Run 1, metal layers overlaid:
Scale: 2 px per um. Only two layers are drawn.
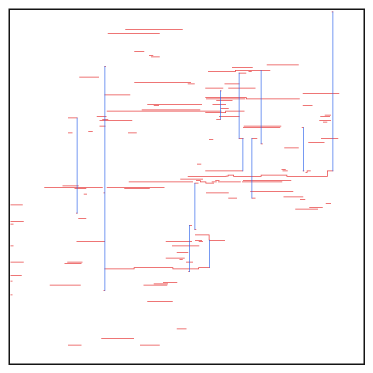
Run 1, where the registers sit:
Scale: 3 px per um. Other sequential cells in the stronger gray, the rest of the logic in the fainter gray.
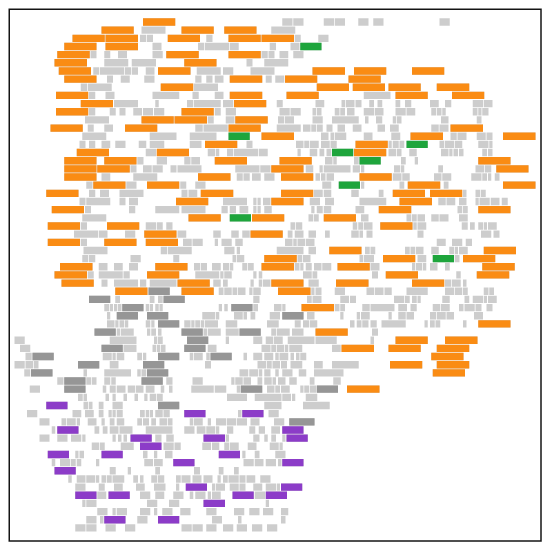
Run 1, port wiring:
Scale: 3 px per um.
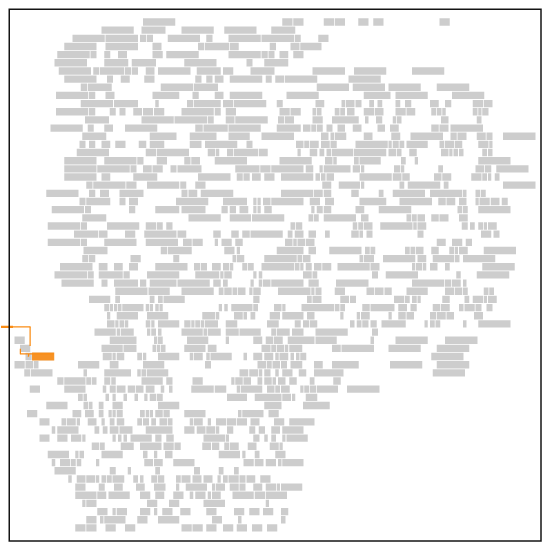
Run 1, wire density map:
Scale: 2 px per um. The die is cut into 35 by 35 equal tiles; dark blue is low, red is high, scaled to the fullest tile. Values are wire area over tile area, all layers added.
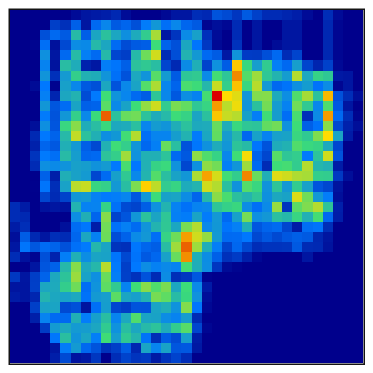
==> src/rtl/uart_pkg.sv <==
// Shared UART definitions: receiver FSM states and the bit-timer width used
// by both uart_tx and uart_rx_fifo.
package uart_pkg;

  localparam int BIT_TMR_W = 24;

  typedef enum logic [2:0] {
    ST_IDLE,
    ST_START,
    ST_DATA,
    ST_STOP,
    ST_BREAK
  } rx_state_t;

endpackage

==> src/rtl/uart_rx_fifo_if.sv <==
// Byte read handshake between the receiver FIFO (master) and its consumer (slave).
interface uart_rx_fifo_if;

  logic [7:0] DATA;
  logic       VALID;
  logic       READ;

  modport master (output DATA, output VALID, input READ);
  modport slave  (input DATA, input VALID, output READ);

endinterface

==> src/rtl/sync_fifo.sv <==
// Show-ahead synchronous FIFO: dout is a registered copy of the head entry,
// so a byte pushed into an empty FIFO appears on the following cycle.
module sync_fifo #(
  parameter int WIDTH = 8,
  parameter int DEPTH = 16
) (
  input  logic             clk,
  input  logic             srst,
  input  logic             push,
  input  logic [WIDTH-1:0] din,
  input  logic             pop,
  output logic             full,
  output logic             empty,
  output logic [WIDTH-1:0] dout
);

  localparam int AW = $clog2(DEPTH);
  localparam logic [AW:0] PTR_ONE = {{AW{1'b0}}, 1'b1};

  logic [WIDTH-1:0] r_mem [DEPTH];
  logic [AW:0]      r_wr_ptr;
  logic [AW:0]      r_rd_ptr;
  logic [WIDTH-1:0] r_dout;

  logic             w_pop;
  logic             w_push;
  logic [AW:0]      w_rd_next;

  assign empty = (r_wr_ptr == r_rd_ptr);
  assign full  = (r_wr_ptr[AW-1:0] == r_rd_ptr[AW-1:0]) && (r_wr_ptr[AW] != r_rd_ptr[AW]);

  // A pop frees a slot this same cycle, so a push into a full FIFO is still accepted.
  assign w_pop     = pop && !empty;
  assign w_push    = push && (!full || w_pop);
  assign w_rd_next = w_pop ? (r_rd_ptr + PTR_ONE) : r_rd_ptr;

  always_ff @(posedge clk) begin
    if (w_push) begin
      r_mem[r_wr_ptr[AW-1:0]] <= din;
    end
  end

  always_ff @(posedge clk) begin
    if (srst) begin
      r_wr_ptr <= '0;
      r_rd_ptr <= '0;
      r_dout   <= '0;
    end else begin
      r_rd_ptr <= w_rd_next;
      if (w_push) begin
        r_wr_ptr <= r_wr_ptr + PTR_ONE;
      end
      // The new head is the slot being written right now when the FIFO drains to it.
      if (w_push && (w_rd_next[AW-1:0] == r_wr_ptr[AW-1:0])) begin
        r_dout <= din;
      end else begin
        r_dout <= r_mem[w_rd_next[AW-1:0]];
      end
    end
  end

  assign dout = r_dout;

endmodule

==> src/rtl/uart_rx_fifo.sv <==
// 8N1 UART receiver: line synchroniser, mid-bit sampling FSM and stop-bit
// check, feeding good bytes into a show-ahead FIFO with framing/overrun flags.
module uart_rx_fifo
  import uart_pkg::*;
#(
  parameter int FIFO_DEPTH = 16
) (
  input  logic                 CLK,
  input  logic                 RESET,
  input  logic [BIT_TMR_W-1:0] BIT_TMR_MAX,
  input  logic                 UART_RX,
  uart_rx_fifo_if.master       rd,
  output logic                 FRAME_ERR,
  output logic                 OVERRUN,
  input  logic                 CLR_ERR
);

  rx_state_t            r_state;
  logic                 r_sync1;
  logic                 r_rx_s;
  logic                 r_rx_prev;
  logic [BIT_TMR_W-1:0] r_tmr;
  logic [2:0]           r_bit_idx;
  logic [7:0]           r_shift;
  logic                 r_frame_err;
  logic                 r_overrun;

  logic                 w_fall;
  logic                 w_expired;
  logic                 w_push;
  logic                 w_pop;
  logic                 w_full;
  logic                 w_empty;
  logic [7:0]           w_dout;

  assign w_fall    = r_rx_prev && !r_rx_s;
  assign w_expired = (r_tmr == '0);
  assign w_push    = (r_state == ST_STOP) && w_expired && r_rx_s;
  assign w_pop     = rd.READ && !w_empty;

  always_ff @(posedge CLK) begin
    if (RESET) begin
      r_sync1     <= 1'b1;
      r_rx_s      <= 1'b1;
      r_rx_prev   <= 1'b1;
      r_state     <= ST_IDLE;
      r_tmr       <= '0;
      r_bit_idx   <= '0;
      r_shift     <= '0;
      r_frame_err <= 1'b0;
    end else begin
      r_sync1     <= UART_RX;
      r_rx_s      <= r_sync1;
      r_rx_prev   <= r_rx_s;
      r_frame_err <= 1'b0;
      if (!w_expired) begin
        r_tmr <= r_tmr - 1'b1;
      end
      case (r_state)
        ST_IDLE: begin
          if (w_fall) begin
            r_tmr   <= BIT_TMR_MAX >> 1;
            r_state <= ST_START;
          end
        end
        ST_START: begin
          // A start bit that is high again at its centre was only a glitch.
          if (w_expired) begin
            if (!r_rx_s) begin
              r_tmr     <= BIT_TMR_MAX;
              r_bit_idx <= '0;
              r_state   <= ST_DATA;
            end else begin
              r_state <= ST_IDLE;
            end
          end
        end
        ST_DATA: begin
          if (w_expired) begin
            r_shift   <= {r_rx_s, r_shift[7:1]};
            r_tmr     <= BIT_TMR_MAX;
            r_bit_idx <= r_bit_idx + 3'd1;
            if (r_bit_idx == 3'd7) begin
              r_state <= ST_STOP;
            end
          end
        end
        ST_STOP: begin
          if (w_expired) begin
            if (r_rx_s) begin
              r_state <= ST_IDLE;
            end else begin
              r_frame_err <= 1'b1;
              r_state     <= ST_BREAK;
            end
          end
        end
        ST_BREAK: begin
          if (r_rx_s) begin
            r_state <= ST_IDLE;
          end
        end
        default: r_state <= ST_IDLE;
      endcase
    end
  end

  // Sticky overrun: a new set beats a simultaneous clear.
  always_ff @(posedge CLK) begin
    if (RESET) begin
      r_overrun <= 1'b0;
    end else if (w_push && w_full && !w_pop) begin
      r_overrun <= 1'b1;
    end else if (CLR_ERR) begin
      r_overrun <= 1'b0;
    end
  end

  sync_fifo #(
    .WIDTH (8),
    .DEPTH (FIFO_DEPTH)
  ) u_fifo (
    .clk   (CLK),
    .srst  (RESET),
    .push  (w_push),
    .din   (r_shift),
    .pop   (w_pop),
    .full  (w_full),
    .empty (w_empty),
    .dout  (w_dout)
  );

  assign rd.DATA   = w_dout;
  assign rd.VALID  = !w_empty;
  assign FRAME_ERR = r_frame_err;
  assign OVERRUN   = r_overrun;

endmodule

==> src/flat_wrapper.sv <==
// flat-port wrapper written by rule: the top's interface ports become plain ports
module uart_rx_fifo_flat import uart_pkg::*;
#(
  parameter int FIFO_DEPTH = 16
)
  (CLK, RESET, BIT_TMR_MAX, UART_RX, FRAME_ERR, OVERRUN, CLR_ERR, rd_DATA, rd_VALID, rd_READ);
  uart_rx_fifo_if rd_i ();
  input  logic CLK;
  input  logic RESET;
  input  logic [BIT_TMR_W-1:0] BIT_TMR_MAX;
  input  logic UART_RX;
  output logic FRAME_ERR;
  output logic OVERRUN;
  input  logic CLR_ERR;
  output wire logic [$bits(rd_i.DATA)-1:0] rd_DATA;
  output wire logic [$bits(rd_i.VALID)-1:0] rd_VALID;
  input wire logic [$bits(rd_i.READ)-1:0] rd_READ;
  assign rd_DATA = rd_i.DATA;
  assign rd_VALID = rd_i.VALID;
  assign rd_i.READ = rd_READ;
  uart_rx_fifo #(.FIFO_DEPTH(FIFO_DEPTH)) u_core (.CLK(CLK), .RESET(RESET), .BIT_TMR_MAX(BIT_TMR_MAX), .UART_RX(UART_RX), .rd(rd_i), .FRAME_ERR(FRAME_ERR), .OVERRUN(OVERRUN), .CLR_ERR(CLR_ERR));
endmodule
==> config.mk <==
export PLATFORM = sky130hd
export DESIGN_NAME = uart_rx_fifo_flat
export DESIGN_NICKNAME = d
export VERILOG_FILES = /design/src/rtl/uart_pkg.sv /design/src/rtl/uart_rx_fifo_if.sv /design/src/rtl/sync_fifo.sv /design/src/rtl/uart_rx_fifo.sv /design/src/flat_wrapper.sv
export SDC_FILE = /design/constraint.sdc
export NUM_CORES = 1
export LEC_CHECK = 0
export CORE_UTILIZATION = 35
export CTS_CLUSTER_DIAMETER = 150
export DETAILED_ROUTE_END_ITERATION = 16
export PLACE_DENSITY_LB_ADDON = 0.25
export SYNTH_ARGS = -nofsm -noshare
export SYNTH_HDL_FRONTEND = slang
export SYNTH_SLANG_ARGS = --single-unit
==> constraint.sdc <==
create_clock -name CLK -period 4.6 [get_ports CLK]
set_input_delay 0.92 -clock CLK [delete_from_list [all_inputs] [get_ports CLK]]
set_output_delay 0.92 -clock CLK [all_outputs]
set_load 0.1 [all_outputs]
==> CHANGELOG.md, run 1 <==
### Metrics

- Pin count of the biggest net entering global routing: approximately 70
- Worst Tran Pin Value: between 0.9 and 1 ns
- Mean area per synthesized cell: around 11 um^2
- Max frequency: 0.276 GHz
- Cell taking the most area after synthesis: sky130_fd_sc_hd__edfxtp_1
- Max_cap viols: 0
- Total global routing overflow: 0
- Outcome: finished, final reports clean
- Reg-to-Reg Start: u_core.r_tmr[6]
- Leakage power of the design: 4.19 nW
- Part of the Yosys area used for sequential elements: 0.474
- Adder Share, Synth: 0.0105
- Final Non-Filler Cells: around 1400
- Post-CTS setup repair buffer count: 0
- Origin of the worst setup path: rd_READ
- Final Hold Violating Endpoints: 0
- Area growth from synthesis to layout: 12.8%
- Count of H-tree levels built during CTS: 4
- Initial standard-cell utilization of the core: 0.359
- Main logic family: simple AND/OR/NAND/NOR gates
- Detailed-placement wirelength estimate: roughly 17000 um
- Drt initial violations: slightly above 900
- Number of gates given a new drive strength after cts: 0
- Reg-to-reg setup timing slack: between 1 and 1.5 ns
- Initial antenna violation count: 0
- Hold Path Depth: 1
- Cells taking the most area after synthesis: sky130_fd_sc_hd__edfxtp_1, sky130_fd_sc_hd__dfxtp_1, sky130_fd_sc_hd__mux4_2, sky130_fd_sc_hd__a221oi_1, sky130_fd_sc_hd__and2_1
- TritonCTS clock tree: done
- Worst ir drop on vdd: 0.256 mV
- Share of synthesized cell area in and, or, nand and nor gates: 0.191
- Async set-reset flop share out of synthesis: 0
- Power density over the cells: just under 400 nW/um^2
- Top FF cell, synth: sky130_fd_sc_hd__edfxtp_1
- Clock Sinks: between 150 and 200
- Vias in the first global route: approximately 8000
- Width of the chip: about 180 um
- Placeable core region: slightly below 30000 um^2
- Area of the mapped netlist: approximately 11000 um^2
- Number of flip-flops under the largest register name: 128
- Nets at Floorplan: 1034
- Top-count cell post-synth: sky130_fd_sc_hd__edfxtp_1
- Total die size: around 31000 um^2
- Cell with the largest stage delay on the worst path: sky130_fd_sc_hd__clkdlybuf4s50_1
- Deepest clock path buffer count: 2
- Synth top cells by count: sky130_fd_sc_hd__edfxtp_1, sky130_fd_sc_hd__nand2_1, sky130_fd_sc_hd__clkbuf_1
- Weighted congestion at the end of routability-driven global placement: around 0.80
- Setup repair after global routing missed its margin: false
- Detailed-router iteration count before antenna repair: 8
- Cell count after synthesis: 996
- XOR/XNOR Fraction of Synth Area: 0.0295
- Post-detailed-route via-to-cell ratio: 5.99
- Number of enable-type register cells in the synthesized netlist: 128
- Kind of critical path: in -> reg
- Fin. max-slew vios: 0
- Share of layout cells above drive strength 1: 0.122
- Wire length of the first global-routing pass: approximately 46000 um
- Total of flip-flops plus latches after synthesis: 189
- Min-Delay Endpoint: u_core.r_rx_s
- Yosys cell count: 996
- Post-layout minimum cycle time: roughly 3.6 ns
- Antenna violation net count after detailed routing: 0
- Clock network latency to the later pin of the worst-skew pair: between 0.4 and 0.5 ns
- Worst path required time: 4.90 ns
- Number of logged tool warnings: 30
- Standard-cell rows: ~63
- Total Power Consumption: 4.72 mW
- Remaining DRCs: 0
- Critical Path Source Type: input port
- Levels on crit path: 8
- Clock Skew: 0.0167 ns
- Number of distinct library cells after synthesis: approximately 58
- Area share of and-or/or-and cells after synthesis: 0.162
- Number of buffers and inverters on the critical path: 2
- Highest net fanout along the worst path: 37
- Worst reg2reg path endpoint: u_core.u_fifo.r_mem[12][1]
- Chip area estimate from yosys synthesis: between 10000 and 15000 um^2
- Final setup TNS: 0 ns
- CP cell instances: clkdlybuf4s50_1, and4_4, buf_4, mux4_2, a221oi_1, mux2i_1, mux2i_1, o211ai_1
- Number of buffers created by CTS: 17
- Startpoint of the worst hold path: u_core.r_sync1
- Count of inserted antenna diode cells: 0
- Cell total after placement: 1366
- Critical Path AT: 3.92 ns
- Die outline height: between 150 and 200 um
- Hold buffer count at CTS: 0
Notes on 'metal layers overlaid' above:
- red: metal 3 (wire length 1230 um)
- blue: metal 4 (wire length 451 um)
total routed wirelength: 28300 um
overall track demand over capacity in global routing: 0.189

Notes on 'where the registers sit' above:
- green: u_core.u_fifo.dout (flops 8)
- purple: u_core.r_tmr (flops 24)
- orange: u_core.u_fifo.r_mem (flops 128)
- not colored: 29
Seq/total area: 0.420
power of the sequential group: 2.01 mW
core utilization of the finished layout: 0.405
Sequential Area: 5070 um^2

Notes on 'port wiring' above:
- orange: OVERRUN (bits 1; direction output; edge west; end cells 1; buffers 1; wire 26.1 um)
Port Buffers: 39
io pins: 40

Notes on 'wire density map' above:
- tiles over half the peak: 11%
- fullest tile: 0.62
- emptiest ninth of the die: south-east
via total after detailed routing: 8371
Wirelength per Cell: 20.2 um

[run 1: placed cells by master (no fill, tap or decap), drive strengths merged, types with 6 or more instances in the layout]
cell type      synthesis  routed
o21ai                 15      15
xor2                  23      23
mux2i                 28      28
o211ai                10      10
xnor2                 13      13
mux4                  32      32
clkdlybuf4s50          0      37
nor3                  23      23
a221oi                50      50
inv                    6      13
dfxtp                 61      61
a21oi                 25      25
nand3                 69      69
or2                    6       6
a211o                 32      32
clkbuf                70      19
buf                   20      33
and3                  33      33
nand4                  7       7
edfxtp               128     128
ha                     9       9
nor4                   9       9
nand2                 84      84
a22oi                 18      18
a222oi                36      36
and2                  65      65
a211oi                21      21
or4                    8       8
nand2b                 8       8
nor2                  62      62
[run 1: metrics by stage]
| step | setup slack, ns | cell area, um^2 |
|---|---|---|
| 2_1_floorplan | 1.37 | 10700 |
| 3_3_place_gp | 0.587 | 11500 |
| 3_5_place_dp | 0.579 | 11500 |
| 4_1_cts | 1.03 | 12100 |
| 5_1_grt | 0.771 | 12100 |
| 6_report | 0.983 | 12100 |
[run 1: final cells by class]
cell class,count,area (um^2)
well taps,390,488
clock buffers,19,443
multi-input cells,711,5270
repair buffers,70,641
fillers,2892,17700
flip-flops and latches,189,5070
inverters,6,22.5
clock inverters,13,125
[run 1: per-layer routing]
layer  track usage  routed length (um)
met5             0                   0
met4        0.0607                 450
met3        0.0236                1230
met2         0.303               13800
met1         0.263               12800
[run 1: report_power, final]
part | internal (mW) | switching, mW | leakage (nW)
registers | 1.90 | 0.111 | 1.68
clock network | 0.732 | 0.712 | 0.275
logic | 0.539 | 0.726 | 2.23
## Run 2: what changed since run 1
==> constraint.sdc (replaced) <==
create_clock -name CLK -period 3.3 [get_ports CLK]
set_input_delay 0.66 -clock CLK [delete_from_list [all_inputs] [get_ports CLK]]
set_output_delay 0.66 -clock CLK [all_outputs]
set_load 0.1 [all_outputs]
==> run 2 against run 1 <==
Against the previous run: critical path depth shrank 1; clock-buffer cell count grew 3; flip-flop count is the same; clock power up 37%; sequential power grew 39%; clock skew grew 0.0030 ns; die size did not move; non-clock buffer count rose by 18; synthesized area did not move; critical endpoint is now u_core.u_fifo.r_mem[2][7]; largest power group unchanged.
==> CHANGELOG.md, run 2 <==
### Metrics

- Post-detailed-route via-to-cell ratio: 5.99
- Placeable core region: just under 30000 um^2
- Initial antenna violation count: 0
- Max frequency: 0.323 GHz
- Highest net fanout along the worst path: 10
- Max_cap viols: 0
- Worst reg2reg path endpoint: u_core.u_fifo.r_mem[2][7]
- Number of logged tool warnings: 32
- Reg-to-reg setup timing slack: around 0.20 ns
- Number of flip-flops under the largest register name: around 130
- Vias in the first global route: 8064
- Final setup TNS: 0 ns
- Leakage power of the design: roughly 4.3 nW
- Combinational gate area: 5290 um^2
- Total of flip-flops plus latches after synthesis: between 150 and 200
- Outcome: finished, final reports clean
- Die outline height: 177 um
- Cell taking the most area after synthesis: sky130_fd_sc_hd__edfxtp_1
- Sequential Area: around 5000 um^2
- Detailed-router iteration count before antenna repair: 8
- Worst Tran Pin Value: around 1.0 ns
- Clock Skew: ~0.02 ns
- Deepest clock path buffer count: 2
- TritonCTS clock tree: done
- Synth top cells by count: sky130_fd_sc_hd__edfxtp_1, sky130_fd_sc_hd__nand2_1, sky130_fd_sc_hd__clkbuf_1
- Clock network latency to the later pin of the worst-skew pair: approximately 0.44 ns
- Kind of critical path: reg -> reg
- Setup repair after global routing missed its margin: false
- Nets at Floorplan: 1034
- Most frequent cells in the layout: sky130_fd_sc_hd__edfxtp_1, sky130_fd_sc_hd__nand2_1, sky130_fd_sc_hd__nand3_1
- CP cell instances: or4_4, or4_4, or2_4, nor4_4, nand2_1, nor3_1, buf_4
- Cell count after synthesis: approximately 1000
- Most frequent logic cell in the layout: sky130_fd_sc_hd__edfxtp_1
- Setup slack of the critical path after layout: between 0.2 and 0.25 ns
- Area of the mapped netlist: around 11000 um^2
- Number of enable-type register cells in the synthesized netlist: between 100 and 150
- Cell with the largest stage delay on the worst path: sky130_fd_sc_hd__or4_4
- Power density over the cells: 541 nW/um^2
- Mean area per synthesized cell: 10.7 um^2
- Part of the Yosys area used for sequential elements: 0.474
- Startpoint of the worst hold path: u_core.r_sync1
- Cells taking the most area after synthesis: sky130_fd_sc_hd__edfxtp_1, sky130_fd_sc_hd__dfxtp_1, sky130_fd_sc_hd__mux4_2, sky130_fd_sc_hd__a221oi_1, sky130_fd_sc_hd__and2_1
-- run 2: power by group --
group          total [mW]  leakage (nW)  internal [mW]  switching, mW
Clock                1.97         0.269           1.04          0.931
Sequential           2.80          1.68           2.65          0.151
Combinational        1.86          2.36          0.822           1.04
-- run 2: critical path, delay by kind of cell (launching register included) --
family	cells	cell delay [ns]
and+or+nand+nor	6	2.19
DFF	1	0.34
buffers and inverters	1	0.23
-- run 2: repair_timing --
item,CTS,global route
cloned,0,0
resized,2,4
endpoints found under the setup margin,2,8
hold buffers,0,0
-- run 2: area by class of cell --
class | instances | share of cell area
inverter | 6 | 0.00184
sequential | 189 | 0.413
clock buffer | 22 | 0.0388
clock inverter | 10 | 0.00633
multi-input combinational | 711 | 0.431
tap | 390 | 0.0398
timing repair buffer | 88 | 0.0684
-- run 2: cell families after synthesis --
group / after synthesis / synth area share
adder cells (fa/ha/maj): 9 / 0.0105
buffers and inverters: 96 / 0.0377
AND-OR/OR-AND: 217 / 0.162
AND/OR/NAND/NOR: 388 / 0.191
multiplexers: 61 / 0.0951
XOR/XNOR: 36 / 0.0295
flip-flops: 189 / 0.474
-- run 2: metal layers --
metal | share of wire | routed length [um]
met1 | 0.46 | 13300
met2 | 0.49 | 14200
met5 | 0 | 0
met3 | 0.039 | 1150
met4 | 0.016 | 467
-- run 2: stage by stage --
stage,utilization,instances,power (mW),hold WS [ns]
3_3_place_gp,0.392,1384,4.68,0.393
5_1_grt,0.411,1416,6.95,0.454
3_5_place_dp,0.392,1384,4.69,0.406
6_report,0.411,1416,6.63,0.422
2_1_floorplan,-,996,4.24,0.389
4_1_cts,0.411,1416,6.66,0.426
Run 2, metal layers overlaid:
Scale: 2 px per um. Only two layers are drawn.
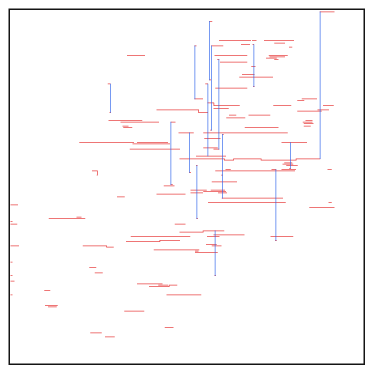
- red: metal 3 (wire length 1150 um)
- blue: metal 4 (wire length 468 um)
via total after detailed routing: 8483
Wirelength per Cell: 20.6 um
total routed wirelength: 29100 um
overall track demand over capacity in global routing: 0.190

Run 2, wire density map:
Scale: 2 px per um. The die is cut into 35 by 35 equal tiles; dark blue is low, red is high, scaled to the fullest tile. Values are wire area over tile area, all layers added.
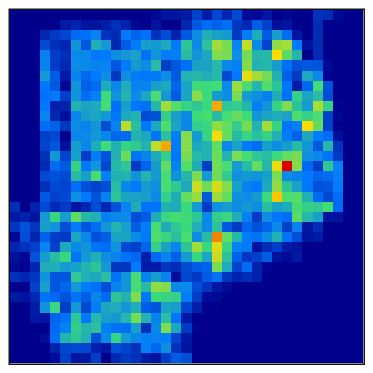

## Run 3: what changed since run 2
--- a/config.mk
+++ b/config.mk
@@ -5,7 +5,8 @@
 export SDC_FILE = /design/constraint.sdc
 export NUM_CORES = 1
 export LEC_CHECK = 0
-export CORE_UTILIZATION = 35
+export ABC_AREA = 1
+export CORE_UTILIZATION = 55
 export CTS_CLUSTER_DIAMETER = 150
 export DETAILED_ROUTE_END_ITERATION = 16
 export PLACE_DENSITY_LB_ADDON = 0.25
==> run 3 against run 2 <==
Against the previous run: die size is 43% lower; power is 53% higher; clock skew is 0.0045 ns lower; non-clock buffer count is 18 lower; synthesized area is 11% lower; clock power is 6% higher; critical path type unchanged; largest power group is now combinational logic.
==> CHANGELOG.md, run 3 <==
### Metrics

- Outcome: finished, final reports clean
- Met1 Routed Length: a little under 10000 um
- Remaining DRCs: 0
- Setup repair after global routing missed its margin: false
- M1 GR Usage: 0.353
- Hold slack: about 0.41 ns
- Max_cap viols: 0
- Die outline height: around 130 um
- Reg-to-Reg Start: u_core.r_tmr[15]
- Share of layout cells above drive strength 1: 0.101
- Total die size: 17800 um^2
- Total placed instance area: about 10000 um^2
- Overall track demand over capacity in global routing: 0.275
- TritonCTS clock tree: done
- Chip area estimate from yosys synthesis: between 9000 and 10000 um^2
- Fin. max-slew vios: 0
- Final Non-Filler Cells: 1374
- CP cell instances: nor2_1, nand2_1, nor2_4, nor3b_2, nand3_1, nor2_2, nand2_1, nor2_1
- Port Buffers: 39
- Post-layout minimum cycle time: around 2.7 ns
- Leakage power of the design: 4.61 nW
- Count of inserted antenna diode cells: 0
- Hold Path Depth: 1
- Met3 WL post-DR: approximately 1500 um
- Most frequent logic cell in the layout: sky130_fd_sc_hd__nand2_1
- Final setup TNS: 0 ns
- Clock Power Share: 0.206
- Kind of critical path: reg -> reg
- Critical Path Source Type: register
- Final Hold Violating Endpoints: 0
- Startpoint of the worst hold path: u_core.r_sync1
- Part of the total power dissipated in combinational logic: 0.505
- Total global routing overflow: 0
- Mean area per synthesized cell: 8.71 um^2
- Top-count cell post-synth: sky130_fd_sc_hd__nand2_1
- Async set-reset flop share out of synthesis: 0
- Initial antenna violation count: 0
- Wire length of the first global-routing pass: 37400 um
- Cell count after synthesis: between 1000 and 1500
- Number of flip-flops under the largest register name: 128
- Detailed-router iteration count before antenna repair: 5
- Detailed-placement wirelength estimate: roughly 16000 um
- Standard-cell rows: ~47
- Top FF cell, synth: sky130_fd_sc_hd__edfxtp_1
- Io pins: 40
- Highest Signal Layer: met4
- Power density over the cells: 947 nW/um^2
- Synth top cells by count: sky130_fd_sc_hd__nand2_1, sky130_fd_sc_hd__inv_1, sky130_fd_sc_hd__nand3_1
- Cell total after placement: between 1000 and 1500
- Critical Path AT: roughly 2.8 ns
- Worst Tran Pin Value: about 0.96 ns
- Sequential share of power: 0.290
- Most frequent cells in the layout: sky130_fd_sc_hd__nand2_1, sky130_fd_sc_hd__inv_1, sky130_fd_sc_hd__nand3_1
- Weighted congestion at the end of routability-driven global placement: about 0.90
- Area growth from synthesis to layout: 12.7%
- Setup slack of the critical path after layout: between 0.5 and 0.6 ns
- Worst path required time: about 3.4 ns
- Met3 layer usage reported by global route: 0.0403
- Global routing's busiest layer: met2
- Max frequency: 0.365 GHz
- Origin of the worst setup path: u_core.r_tmr[15]
- Post-detailed-route via-to-cell ratio: about 5.5
- Min-Delay Endpoint: u_core.r_rx_s
- Hold buffer count at CTS: 0
- Worst ir drop on vdd: 0.494 mV
- Count of H-tree levels built during CTS: 4
- Cell with the largest stage delay on the worst path: sky130_fd_sc_hd__nor2_1
- Post-CTS setup repair buffer count: 0
- Number of enable-type register cells in the synthesized netlist: ~130
- Number of distinct library cells after synthesis: approximately 48
- Vias in the first global route: 7216
- Part of the Yosys area used for sequential elements: 0.533
- Cells taking the most area after synthesis: sky130_fd_sc_hd__edfxtp_1, sky130_fd_sc_hd__dfxtp_1, sky130_fd_sc_hd__nand3_1, sky130_fd_sc_hd__nand2_1, sky130_fd_sc_hd__inv_1
- Internal: ~5.6 mW
- Reg-to-reg setup timing slack: approximately 0.56 ns
- Number of logged tool warnings: 30
run 3: netlist changes by cell type in the layout (fill, tap and decap cells not counted), moves of 17 or more:
cell                       previous run  this run
sky130_fd_sc_hd__a211o_1             32         0
sky130_fd_sc_hd__a221oi_1            48         2
sky130_fd_sc_hd__a222oi_1            36         0
sky130_fd_sc_hd__a22oi_1             18         1
sky130_fd_sc_hd__and2_1              64         1
sky130_fd_sc_hd__and3_1              33         0
sky130_fd_sc_hd__inv_1                6       170
sky130_fd_sc_hd__mux2i_1             26         0
sky130_fd_sc_hd__mux4_2              32         0
sky130_fd_sc_hd__nand2_1             83       184
sky130_fd_sc_hd__nand3_1             69       170
sky130_fd_sc_hd__nand3b_1             3        33
sky130_fd_sc_hd__nor2_1              61       120
run 3: critical path: cells and delay by family (launching register included):
kind          cells  cell delay, ns
simple gates      8            2.00
flops             1            0.35
run 3: cell type report:
type	count	area [um^2]	share of cell area
inverter	181	682	0.0637
tap	220	275	0.0257
timing repair buffer	70	608	0.0568
multi-input combinational	682	3490	0.325
clock buffer	19	433	0.0404
sequential	189	5060	0.473
clock inverter	13	163	0.0152
run 3: power groups by stage:
stage	Sequential [mW]	Combinational, mW	Clock (mW)
after CTS	2.93	5.08	2.10
final	2.94	5.12	2.09
after floorplan	3.21	3.82	0
after detailed placement	2.98	5.06	0
after global placement	2.98	4.98	0
after global routing	2.96	5.64	2.19
run 3: logic make-up (layout without fill, tap and decap cells):
group                      Yosys count  after routing  synth area share
AOI/OAI and AO/OA                   88             88            0.0558
xor gates and xnor gates            20             20            0.0184
adders and majority gates            9              9            0.0119
buffers and inverters              220            283             0.100
DFF                                189            189             0.533
and+or+nand+nor                    565            565             0.281
Run 3, cell placement:
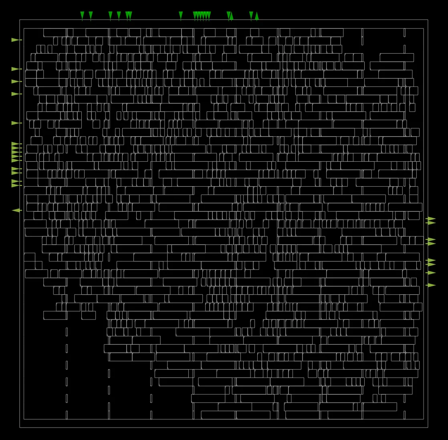
tap cell count: 220
placeable core region: 16700 um^2
core utilization of the finished layout: 0.641
final-layout fill cell count: 1406

Run 3, port wiring:
Scale: 4 px per um.
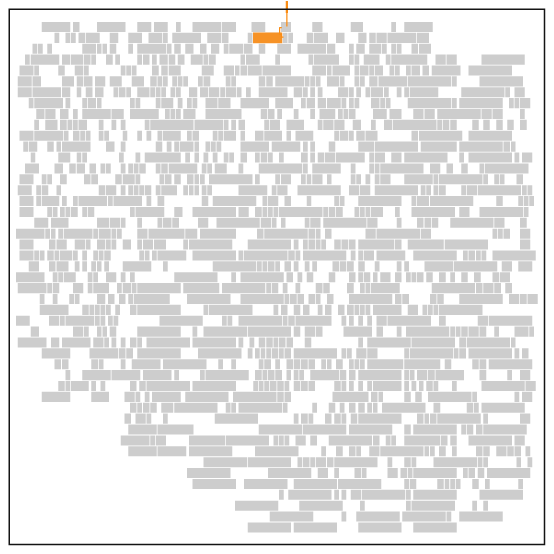
- orange: OVERRUN (bits 1; direction output; edge north; end cells 1; buffers 1; wire 7.60 um)

No activity file was given, so power comes from the tool's default toggle rates.
